[src/rtl/ps2_pkg.sv]
// rtl/ps2_pkg.sv - shared state type, constants and parity helper for the PS/2 receiver
// Purpose: common declarations imported by ps2_line_filter and ps2_rx_fifo.
// Ports: none (package).
package ps2_pkg;

   localparam int PS2_DATA_BITS = 8;

   typedef enum logic [1:0] {
      IDLE,
      DATA,
      PARITY,
      STOP
   } ps2_state_t;

   // True when data plus parity bit carry an odd number of ones.
   function automatic logic odd_parity_ok(input logic [PS2_DATA_BITS-1:0] d, input logic p);
      return ^{d, p};
   endfunction

endpackage

[src/rtl/ps2_line_filter.sv]
// rtl/ps2_line_filter.sv - synchroniser plus glitch filter for one PS/2 pin
// Purpose: brings an asynchronous pin into the clk domain and only follows it
//          after FILTER_LEN consecutive synchronised samples disagree with the output.
// Ports:
//   clk      in   system clock
//   reset    in   asynchronous active-high reset (output idles high)
//   line_in  in   raw asynchronous pin
//   line_out out  synchronised, deglitched line
module ps2_line_filter
   import ps2_pkg::*;
#(
   parameter int SYNC_STAGES = 2,
   parameter int FILTER_LEN  = 4
) (
   input  logic clk,
   input  logic reset,
   input  logic line_in,
   output logic line_out
);

   localparam int CW = $clog2(FILTER_LEN + 1);
   localparam logic [CW-1:0] CNT_LAST = CW'(FILTER_LEN - 1);

   logic [SYNC_STAGES-1:0] sync_q;
   logic [CW-1:0]          cnt;
   logic                   synced;

   assign synced = sync_q[SYNC_STAGES-1];

   always_ff @(posedge clk or posedge reset) begin
      if (reset) begin
         sync_q   <= '1;
         cnt      <= '0;
         line_out <= 1'b1;
      end else begin
         sync_q <= {sync_q[SYNC_STAGES-2:0], line_in};
         // Any sample agreeing with the output restarts the run of disagreeing samples.
         if (synced == line_out) begin
            cnt <= '0;
         end else if (cnt == CNT_LAST) begin
            line_out <= synced;
            cnt      <= '0;
         end else begin
            cnt <= cnt + CW'(1);
         end
      end
   end

endmodule

[src/rtl/ps2_rx_fifo.sv]
// rtl/ps2_rx_fifo.sv - PS/2 device-to-host frame receiver with byte FIFO and sticky errors
// Purpose: filters the PS/2 pins, decodes start/8 data/odd parity/stop frames,
//          abandons stalled frames via a watchdog and queues good bytes.
// Ports:
//   clk, reset      system clock, asynchronous active-high reset
//   ps2_clk         raw PS/2 clock pin
//   ps2_data        raw PS/2 data pin
//   data            FIFO head byte (show-ahead)
//   data_valid      FIFO non-empty
//   data_ready      consumer takes the head byte when data_valid is high
//   fifo_count      bytes currently held
//   parity_err      sticky parity failure
//   frame_err       sticky bad stop bit or watchdog timeout
//   overflow        sticky good byte dropped on a full FIFO
//   clear_err       pulse clearing the three sticky flags
module ps2_rx_fifo
   import ps2_pkg::*;
#(
   parameter int SYNC_STAGES    = 2,
   parameter int FILTER_LEN     = 4,
   parameter int FIFO_DEPTH     = 4,
   parameter int TIMEOUT_CYCLES = 20000
) (
   input  logic                          clk,
   input  logic                          reset,
   input  logic                          ps2_clk,
   input  logic                          ps2_data,
   output logic [7:0]                    data,
   output logic                          data_valid,
   input  logic                          data_ready,
   output logic [$clog2(FIFO_DEPTH):0]   fifo_count,
   output logic                          parity_err,
   output logic                          frame_err,
   output logic                          overflow,
   input  logic                          clear_err
);

   localparam int AW = $clog2(FIFO_DEPTH);
   localparam int WW = $clog2(TIMEOUT_CYCLES + 1);
   localparam int BW = $clog2(PS2_DATA_BITS);
   localparam logic [WW-1:0] WD_LAST  = WW'(TIMEOUT_CYCLES - 1);
   localparam logic [AW:0]   FULL_CNT = (AW + 1)'(FIFO_DEPTH);
   localparam logic [BW-1:0] BIT_LAST = BW'(PS2_DATA_BITS - 1);

   logic clk_f, data_f, clk_prev, sample;

   ps2_line_filter #(.SYNC_STAGES(SYNC_STAGES), .FILTER_LEN(FILTER_LEN)) u_clk_filter (
      .clk      (clk),
      .reset    (reset),
      .line_in  (ps2_clk),
      .line_out (clk_f)
   );

   ps2_line_filter #(.SYNC_STAGES(SYNC_STAGES), .FILTER_LEN(FILTER_LEN)) u_data_filter (
      .clk      (clk),
      .reset    (reset),
      .line_in  (ps2_data),
      .line_out (data_f)
   );

   // Sample point: filtered clock is low now but was high last cycle.
   assign sample = clk_prev & ~clk_f;

   ps2_state_t                 state;
   logic [BW-1:0]              bit_cnt;
   logic [PS2_DATA_BITS-1:0]   shreg;
   logic                       par_ok;
   logic [WW-1:0]              watchdog;
   logic                       frame_push, par_bad, stop_bad, timeout;

   assign frame_push = sample && (state == STOP) && data_f && par_ok;
   assign par_bad    = sample && (state == STOP) && data_f && !par_ok;
   assign stop_bad   = sample && (state == STOP) && !data_f;
   // A sample point in the same cycle always rescues the frame.
   assign timeout    = (state != IDLE) && !sample && (watchdog == WD_LAST);

   always_ff @(posedge clk or posedge reset) begin
      if (reset) begin
         state    <= IDLE;
         bit_cnt  <= '0;
         shreg    <= '0;
         par_ok   <= 1'b0;
         watchdog <= '0;
         clk_prev <= 1'b1;
      end else begin
         clk_prev <= clk_f;

         if (state == IDLE || sample || timeout)
            watchdog <= '0;
         else
            watchdog <= watchdog + WW'(1);

         if (timeout) begin
            state <= IDLE;
         end else if (sample) begin
            case (state)
               IDLE: begin
                  if (!data_f) begin
                     state   <= DATA;
                     bit_cnt <= '0;
                  end
               end
               DATA: begin
                  shreg[bit_cnt] <= data_f;
                  if (bit_cnt == BIT_LAST)
                     state <= PARITY;
                  else
                     bit_cnt <= bit_cnt + BW'(1);
               end
               PARITY: begin
                  par_ok <= odd_parity_ok(shreg, data_f);
                  state  <= STOP;
               end
               STOP:    state <= IDLE;
               default: state <= IDLE;
            endcase
         end
      end
   end

   logic [7:0]    mem [FIFO_DEPTH];
   logic [AW-1:0] wr_ptr, rd_ptr;
   logic          pop, full, wr_en;

   assign data_valid = (fifo_count != '0);
   assign pop        = data_valid & data_ready;
   assign full       = (fifo_count == FULL_CNT);
   // A full FIFO still accepts a byte if the head leaves in the same cycle.
   assign wr_en      = frame_push & (~full | pop);
   assign data       = mem[rd_ptr];

   always_ff @(posedge clk or posedge reset) begin
      if (reset) begin
         wr_ptr     <= '0;
         rd_ptr     <= '0;
         fifo_count <= '0;
         for (int i = 0; i < FIFO_DEPTH; i++) mem[i] <= '0;
      end else begin
         if (wr_en) begin
            mem[wr_ptr] <= shreg;
            wr_ptr      <= wr_ptr + AW'(1);
         end
         if (pop) rd_ptr <= rd_ptr + AW'(1);
         if (wr_en && !pop)
            fifo_count <= fifo_count + (AW + 1)'(1);
         else if (pop && !wr_en)
            fifo_count <= fifo_count - (AW + 1)'(1);
      end
   end

   // A new error in the same cycle as clear_err keeps the flag set.
   always_ff @(posedge clk or posedge reset) begin
      if (reset) begin
         parity_err <= 1'b0;
         frame_err  <= 1'b0;
         overflow   <= 1'b0;
      end else begin
         parity_err <= par_bad | (parity_err & ~clear_err);
         frame_err  <= stop_bad | timeout | (frame_err & ~clear_err);
         overflow   <= (frame_push & full & ~pop) | (overflow & ~clear_err);
      end
   end

endmodule

[config.mk]
export PLATFORM = sky130hd
export DESIGN_NAME = ps2_rx_fifo
export DESIGN_NICKNAME = d
export VERILOG_FILES = /design/src/rtl/ps2_pkg.sv /design/src/rtl/ps2_line_filter.sv /design/src/rtl/ps2_rx_fifo.sv
export SDC_FILE = /design/constraint.sdc
export NUM_CORES = 1
export LEC_CHECK = 0
export CAP_MARGIN = 20
export CELL_PAD_IN_SITES_DETAIL_PLACEMENT = 0
export CELL_PAD_IN_SITES_GLOBAL_PLACEMENT = 1
export CORE_ASPECT_RATIO = 1.75
export CORE_MARGIN = 1.5
export CORE_UTILIZATION = 41
export CTS_BUF_LIST = sky130_fd_sc_hd__clkbuf_2
export DETAILED_ROUTE_END_ITERATION = 6
export GPL_ROUTABILITY_DRIVEN = 0
export GPL_TIMING_DRIVEN = 0
export PLACE_DENSITY_LB_ADDON = 0.1
export SLEW_MARGIN = 20
export SYNTH_ARGS = -nofsm -noshare
export SYNTH_HDL_FRONTEND = slang
export SYNTH_HIERARCHICAL = 1
export SYNTH_SLANG_ARGS = --single-unit
export TNS_END_PERCENT = 20
[constraint.sdc]
create_clock -name clk -period 2.4 [get_ports clk]
set_input_delay 0.6 -clock clk [delete_from_list [all_inputs] [get_ports clk]]
set_output_delay 0.6 -clock clk [all_outputs]
set_load 0.005 [all_outputs]
Supply network:
Scale bar: 20 microns. Pins as bars on the die edge. Tap cells in grey.
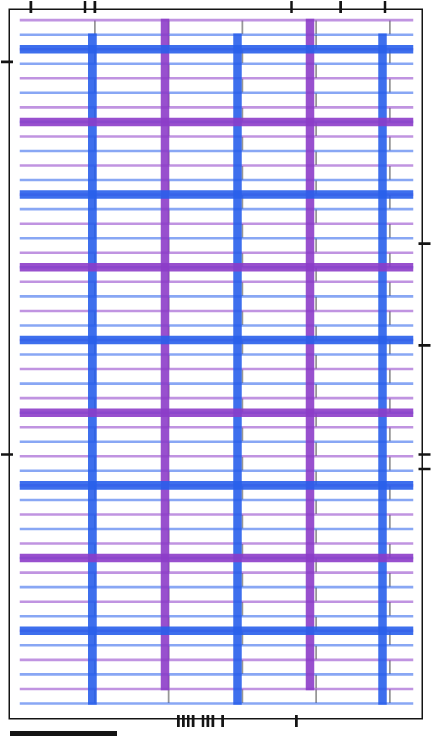
| net | colour |
|---|---|
| VSS | blue |
| VDD | purple |
met4 straps: 5
signal pins: 21

Placed cells, one colour a class:
Scale bar: 20 microns.
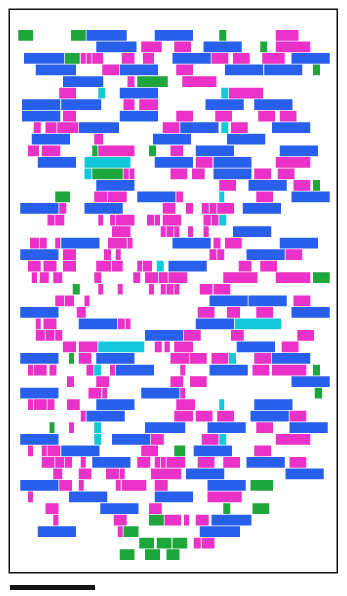
| class | colour | cells |
|---|---|---|
| remaining buffers and delay cells | green | 30 |
| registers | blue | 84 |
| clock drivers and dummy loads | cyan | 16 |
| remaining logic cells | magenta | 208 |

Clock wires, drivers and flops:
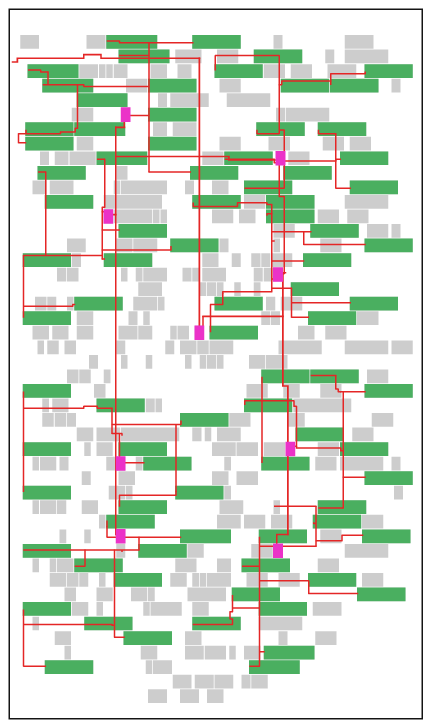
[clock-net drivers] magenta | count: 9
[clock wires] red | length: 1100 microns
[flip-flops] green | count: 84
routed clock nets: 10

==> impl.org <==
#+TITLE: Flow metrics

** Status
- The run finished with clean final reports.

** Detailed routing
- Per the detail_route log, met3 wirelength is 119 microns.
- The DRC violation total left in the routed layout is recorded as 0.
- The post-route report lists met1 wire length as 2740 microns.
- The detailed router reports a met2 wire length of 4260 microns.
- Iteration tally of the first detailed-router pass :: 4
- Post-route antenna net violation count :: 0
- The routed layout has 2333 vias.
- The highest metal layer carrying signal wires in the routed design is met4.
- The detailed router finished its first iteration with 69 violations.
- Routed wire length :: 7300 microns

** Critical path
- Worst endpoint required time :: 1.80 ns
- STA classifies the critical path endpoint as a primary output.
- Reg-to-Reg End :: fifo_count[1]
- Depth of the worst register-to-register path :: 6
- OpenSTA lists the critical path endpoint as data[5].
- The data arrival time reported for the critical path is 1.75 ns.
- CP max FO :: 5
- Slowest stage cell on the critical path :: sky130_fd_sc_hd__mux4_2
- Cell breakdown of the critical path :: buf_6, mux4_2, buf_6
- Per the post-run analysis, buffers plus inverters along the critical path come to 2.
- Cell mode on critical path :: sky130_fd_sc_hd__buf_6
- Reg2Reg Setup Slack :: 0.15 ns
- Reg-to-reg critical path startpoint :: fifo_count[0]
- All stages included, the depth of the critical timing path comes to 3.
- The timing report gives the biggest stage delay along the critical path as 0.50 ns.
- Launch point of the worst path :: rd_ptr[0]
- Kind of start point of the critical path :: register
- WS Path Type :: reg2out

** Synthesis
- Top cells by instance count after synthesis :: 77 x sky130_fd_sc_hd__dfrtp_1, 41 x sky130_fd_sc_hd__mux2_2, 18 x sky130_fd_sc_hd__nor2_1
- The most used flip-flop cell after synthesis is sky130_fd_sc_hd__dfrtp_1.
- Post-Synthesis Net Count :: 320
- Mux cell area share :: 0.174
- The share of the Yosys chip area taken by registers is 0.538.
- Of the post-synthesis cell area, the dominant cell type holds 0.491.
- Cell total in the yosys stat output :: 299
- Of the total synthesized cell area, the portion taken by full adders, half adders and majority gates is 0.0497.
- Chip area estimate from yosys synthesis :: 3930 sq um
- Warnings reported by Yosys during synthesis add up to 6.
- Main area contributors :: sky130_fd_sc_hd__dfrtp_1 49%, sky130_fd_sc_hd__mux2_2 12%, sky130_fd_sc_hd__dfstp_2 4.7%
- Top cell type by total area after synthesis :: sky130_fd_sc_hd__dfrtp_1
- The cell-mix breakdown from Yosys lists the XOR/XNOR area share as 0.0637.
- Synthesized instance count :: 299
- In this run the cell area of the synthesized design comes to 3930 sq um.
- In the synthesized netlist the async set-or-reset flop fraction comes to 1.00.
- Among the non-sequential cells, multiplexers take the most area.
- Dividing the synthesized area by the synthesized cell count gives 13.1 sq um.
- The most common cell in the synthesized netlist is sky130_fd_sc_hd__dfrtp_1.
- The cell-mix breakdown from Yosys lists the simple-gate area share as 0.135.
- EDFF count, synth :: 0
- Synth Area in Compound Gates :: 0.0210

** Final timing
- Sum of negative setup slack :: 0 ns
- Clk_skew :: 0.0195 ns
- Total count of max-transition violations in the final report :: 0
- In this build the clock could be raised as far as 425 MHz.
- Across all hold checks on the routed design, the worst slack comes to 0.337 ns.
- The transition time recorded at the tightest slew-check pin is 0.678 ns.
- Setup repair after global routing missed its margin :: true
- In the finished design, the share of the clock period the worst path needs comes to 0.979.
- Minimum clock period :: 2.35 ns

** Power
- Worst ir drop on vdd :: 0.492 mV
- Leakage power :: 0.00216 uW
- Cell area power density :: 867 nW/um^2

** Placed design
- Buffers on Ports :: 20
- Detailed placement ended at an HPWL of 5370 microns.

** Finish
- Storage element area :: 2110 sq um
- The flow measured a signed area growth from synthesis to layout of 14.0%.
- Net total in the final layout :: 354
- The final layout report lists a filler cell count of 886.
- The register with the most flip-flops in the layout has 32 of them.
- Ranked by flip-flop count, first place goes to mem.
- Among logic cells in the layout, the one with the most instances is sky130_fd_sc_hd__dfrtp_1.
- Leaving out buffers and inverters, the combinational logic in the layout accounts for 1750 sq um.
- Layout cell share with drive strength beyond 1 :: 0.296
- Regs by FF count :: mem (32), watchdog (15), shreg (8)
- The repair_antennas step left the layout with diodes totalling 0.

** Clock network
- TritonCTS built the clock tree.
- Counting along the longest clock path gives a buffer depth of 2.
- The clock net in this run drives a total of 84 sinks.
- The H-tree was split into 3 levels.
- Clock latency of the later-clocked register in the worst-skew pair :: 0.55 ns
- Clock tree root driver cell :: sky130_fd_sc_hd__clkbuf_2
- Clock buffer count from CTS :: 9
- CTS Hold Bufs :: 0

** GRT
- For this run, the total global-route usage over all layers was measured as 0.167.
- The via count of the first global-routing pass came to 2574.
- The number of antenna violations at the first check in global routing is 0.
- Pin count of the biggest net entering global routing :: 26
- Overall overflow remaining after global route :: 0
- Global routing's busiest layer :: met2
- GR Util met3 :: 0.0241

** Floorplan
- Per the OpenROAD floorplan log, the width of the die is 77.0 microns.
- Floorplan core area :: 9410 sq um
- Chip Area :: 10200 sq um
- Num rows :: 47
- The floorplan step records an initial core utilization of 0.417.
- In this run the count of I/O pins placed on the die edge is 21.

** Min path
- Min-Delay Path Class :: in2async

** Job
- Count of warning messages emitted by the tools :: 34
- The report counts max-capacitance violations totalling 0.
Metal layers overlaid:
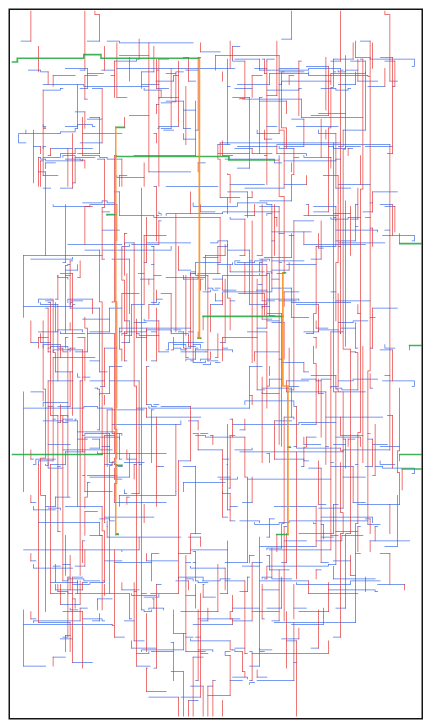
| layer | colour | wire length |
|---|---|---|
| M1 | blue | 2740 microns |
| M2 | red | 4260 microns |
| M3 | green | 120 microns |
| M4 | orange | 178 microns |

Congestion heat map:
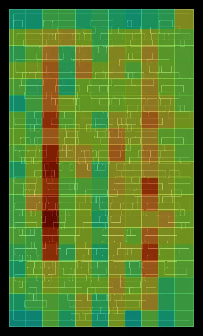
fraction of the core area covered by cells at the end of the flow: 0.476
detail-routed net length per standard cell: 15.9 microns
global routing met2 resource utilization: 0.315
GR Util met1: 0.175

[where the power goes]
group / internal (uW) / switching (uW)
Combinational: 539 / 530
Clock: 445 / 475
Sequential: 1640 / 249
[metrics by stage]
step | setup slack [ns] | power [uW] | instance area [sq um] | cells
final | 0.0494 | 3880 | 4470 | 460
after global placement | -0.598 | 2940 | 4280 | 441
after floorplan | 0.0554 | 2610 | 3930 | 299
after CTS | -0.155 | 4040 | 4540 | 462
after global routing | -0.0647 | 4170 | 4470 | 460
after detailed placement | -0.596 | 2970 | 4320 | 443
[cell type report]
class	count	share of cell area
Sequential cell	84	0.473
Multi-Input combinational cell	196	0.390
Timing Repair Buffer	25	0.0534
Tap cell	122	0.0341
Clock inverter	6	0.0229
Clock buffer	10	0.0112
Inverter	12	0.0109
Buffer	5	0.00475
Power and IR drop assume default switching activity.
